gate_families.png
Scale: 4 px per um.
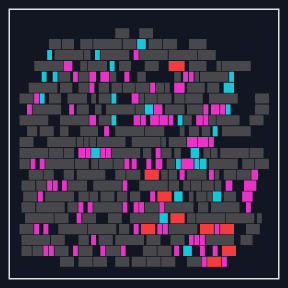
final_congestion.png
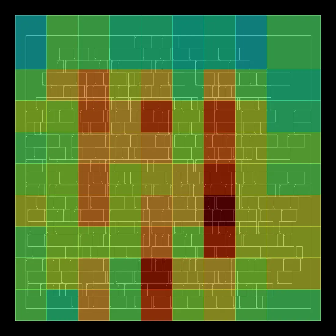
registers.png
Scale: 4 px per um.
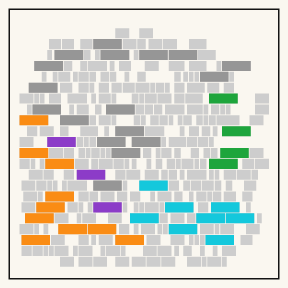
zoom.png
Region (21, 8) to (46, 33) um. Cells in grey, sequential cells in the stronger grey; small squares are vias.
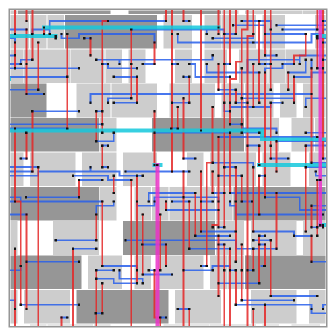
pins.png
Scale: 8 px per um. Pins as bars across the die edge, other pins in grey.
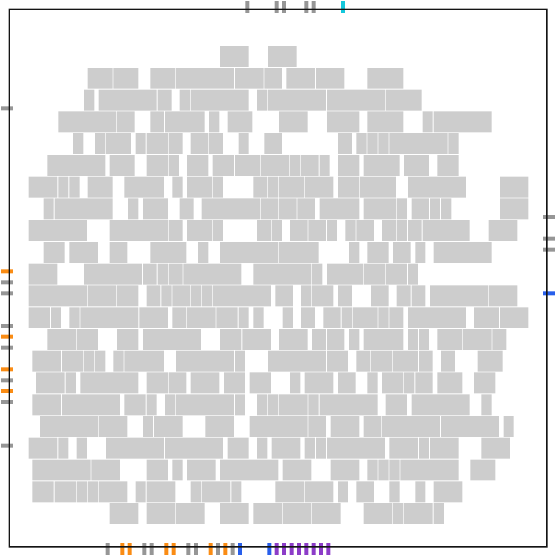
Design adc_scan_sched, sky130hd; sources not shown.
==> notes.md <==
The flow ran to the end, and the final reports show no timing, DRC or antenna violations. The data required time reported for the critical path is 3.26 ns. For the worst flop-to-flop path, the logic depth is 7. Most frequent cell after synthesis: nand2_1. Checking max transition, the worst relative margin is 58.56%. The initial utilization of the core area, before any placement, comes to 57.29%. The tools report the weighted congestion at the end of routability-driven global placement as 0.9399.

The via density per instance is 5.725, and the total DRC errors in the routed layout is 0. The logs give 0.9464 nW for the static power due to leakage and 39.8% for the fraction of power consumed by sequential logic. The warning tally printed by Yosys for this design is 0.

In this run the biggest area consumer among cell types represents 39.21% of the synthesized area. Cell type contributing the most total cell area after synthesis: dfxtp_1. The endpoint class of the critical path was a primary output.

The synthesized netlist handed to floorplanning was reported with a cell count of 263. The maximum fanout encountered on the critical timing path works out to 10. In this run the remaining antenna-violating nets after routing total 0. At the worst endpoint, the arrival time is 2.50 ns. Per the finish-stage timing summary, setup violations number 0. The floorplan has 22 rows. Power share of the combinational group: 38.4%. Total power: 1.093 mW. The cell at the root of the clock tree was clkbuf_8. In the finished design, the share of the clock period the worst path needs comes to 84.14%. The critical path is of the register to primary output type. The area growth from synthesis to layout is 26.25%.

The most instantiated flip-flop cell in the synthesis netlist is dfxtp_1. According to the floorplan report, the placeable core area is 0.003744 sq mm. Number of global-route vias before repair: 1897. The total die size was 0.004492 sq mm. The top cell types in the final layout, fill and taps aside, are nand2_1 (62), clkdlybuf4s50_1 (44), dfxtp_1 (42). Across all hold checks on the routed design, the worst slack comes to 0.3635 ns. The tools report the largest net degree at the start of global routing as 21.

For the design internal power, the log shows 699.7 uW. For the total nets after synthesis, the log shows 294. The H-tree was split into 2 levels. Number of setup buffers added after CTS: 0. The share of synthesized registers carrying an async set or reset is 0%. Per the log, the first TritonRoute iteration ended with a DRC count of 208. The number of hold buffers added after CTS was 0.

For reference, the final report shows the hold violation count at 0. With the clock transition at the registers of the reported paths at 0.08 ns, the total negative setup slack is 0 ns. The report counts max-capacitance violations totalling 0.
Back to the opening pictures, gate_families.png:
Key: magenta = NAND gates [cells 83, most used nand2_1, where all over the die]; cyan = NOR gates [cells 24, most used nor2_1]; red = multiplexers [cells 9, most used mux2i_1]
logic share of the area: 44.73%
number of cells in the finished layout apart from fillers: 353
leading cell type in the layout, fill and taps excluded: nand2_1

Back to the opening pictures, final_congestion.png:
M3 GR Usage: 7.264%
peak-usage layer in the global routing report: met2
global routing met2 resource utilization: 41.83%

Back to the opening pictures, registers.png:
Key: green = `ptr_q` [flops 4, where middle right]; orange = `res_data` [flops 10]; cyan = `mask_q` [flops 8]; purple = `res_ch` [flops 3]
Another 17 sequential cells are not coloured.
flip-flop and latch share of the layout cell area: 31.05%
total sequential power: 435 uW
final standard cell utilization of the core: 72.33%

Back to the opening pictures, zoom.png:
Key: red = met2; blue = met1; cyan = met3; magenta = met4
Most frequent: nand2_1 (17), dfxtp_1 (9), clkdlybuf4s50_1 (8). Sequential cells in the window: 9. 60 logic cells have their middle in the window.

Back to the opening pictures, pins.png:
Key: blue = `adc_ch` [pins 3, direction output, edge 2 bottom, 1 right]; purple = `chan_mask` [pins 8, direction input, edge bottom]; orange = `res_data` [pins 10, direction output, edge 6 bottom, 4 left]; cyan = `adc_en` [pins 1, direction output, edge top]
Vert. Die Dim: 67.02 um
buffers added on ports: 44
Die Wd: 67.02 um

[worst max-delay path, cell delays in order (launching register included)]
cell and delay [ns]:
dfxtp_1 0.54, a21boi_1 0.18, a221oi_1 0.32, a22oi_1 0.17
o31ai_1 0.41, clkdlybuf4s50_1 0.58
[kinds of logic after synthesis]
logic type | synth area share, %
DFF | 39.21
xor gates and xnor gates | 3.267
buffers and inverters | 4.317
adders and majority gates | 4.084
muxes | 4.259
and+or+nand+nor | 26.14
AOI/OAI and AO/OA | 18.73
[power groups by stage]
stage                     combinational (mW)  clock [mW]  sequential [mW]
after floorplan                        0.291           0            0.423
after global placement                 0.398           0            0.439
after global routing                   0.465       0.259            0.441
final                                  0.420       0.238            0.435
after detailed placement               0.409           0            0.442
after CTS                              0.414       0.244            0.435
[area by class of cell]
| cell class | instances | share of cell area, % |
|---|---|---|
| clock buffers | 6 | 3.050 |
| clock inverters | 2 | 0.4621 |
| repair buffers | 46 | 16.82 |
| inverters | 12 | 1.664 |
| well taps | 48 | 2.218 |
| multi-input cells | 197 | 44.73 |
| flip-flops and latches | 42 | 31.05 |
[through the flow]
step / instances / worst slack [ns]
global placement: 345 / 0.7909
detailed placement: 345 / 0.7808
CTS: 353 / 0.7784
finish: 353 / 0.7612
global route: 353 / 0.6449
floorplan: 263 / 1.705
[layer usage]
| metal | GRT usage (%) | share of wire [%] | wire (um) |
|---|---|---|---|
| met1 | 30.21 | 44 | 2213 |
| met2 | 41.83 | 49 | 2438 |
| met3 | 7.264 | 5.9 | 296 |
| met4 | 8.163 | 1.4 | 68 |
| met5 | 0 | 0 | 0 |
Power figures rest on the tool's default switching activity, not on a simulated workload.
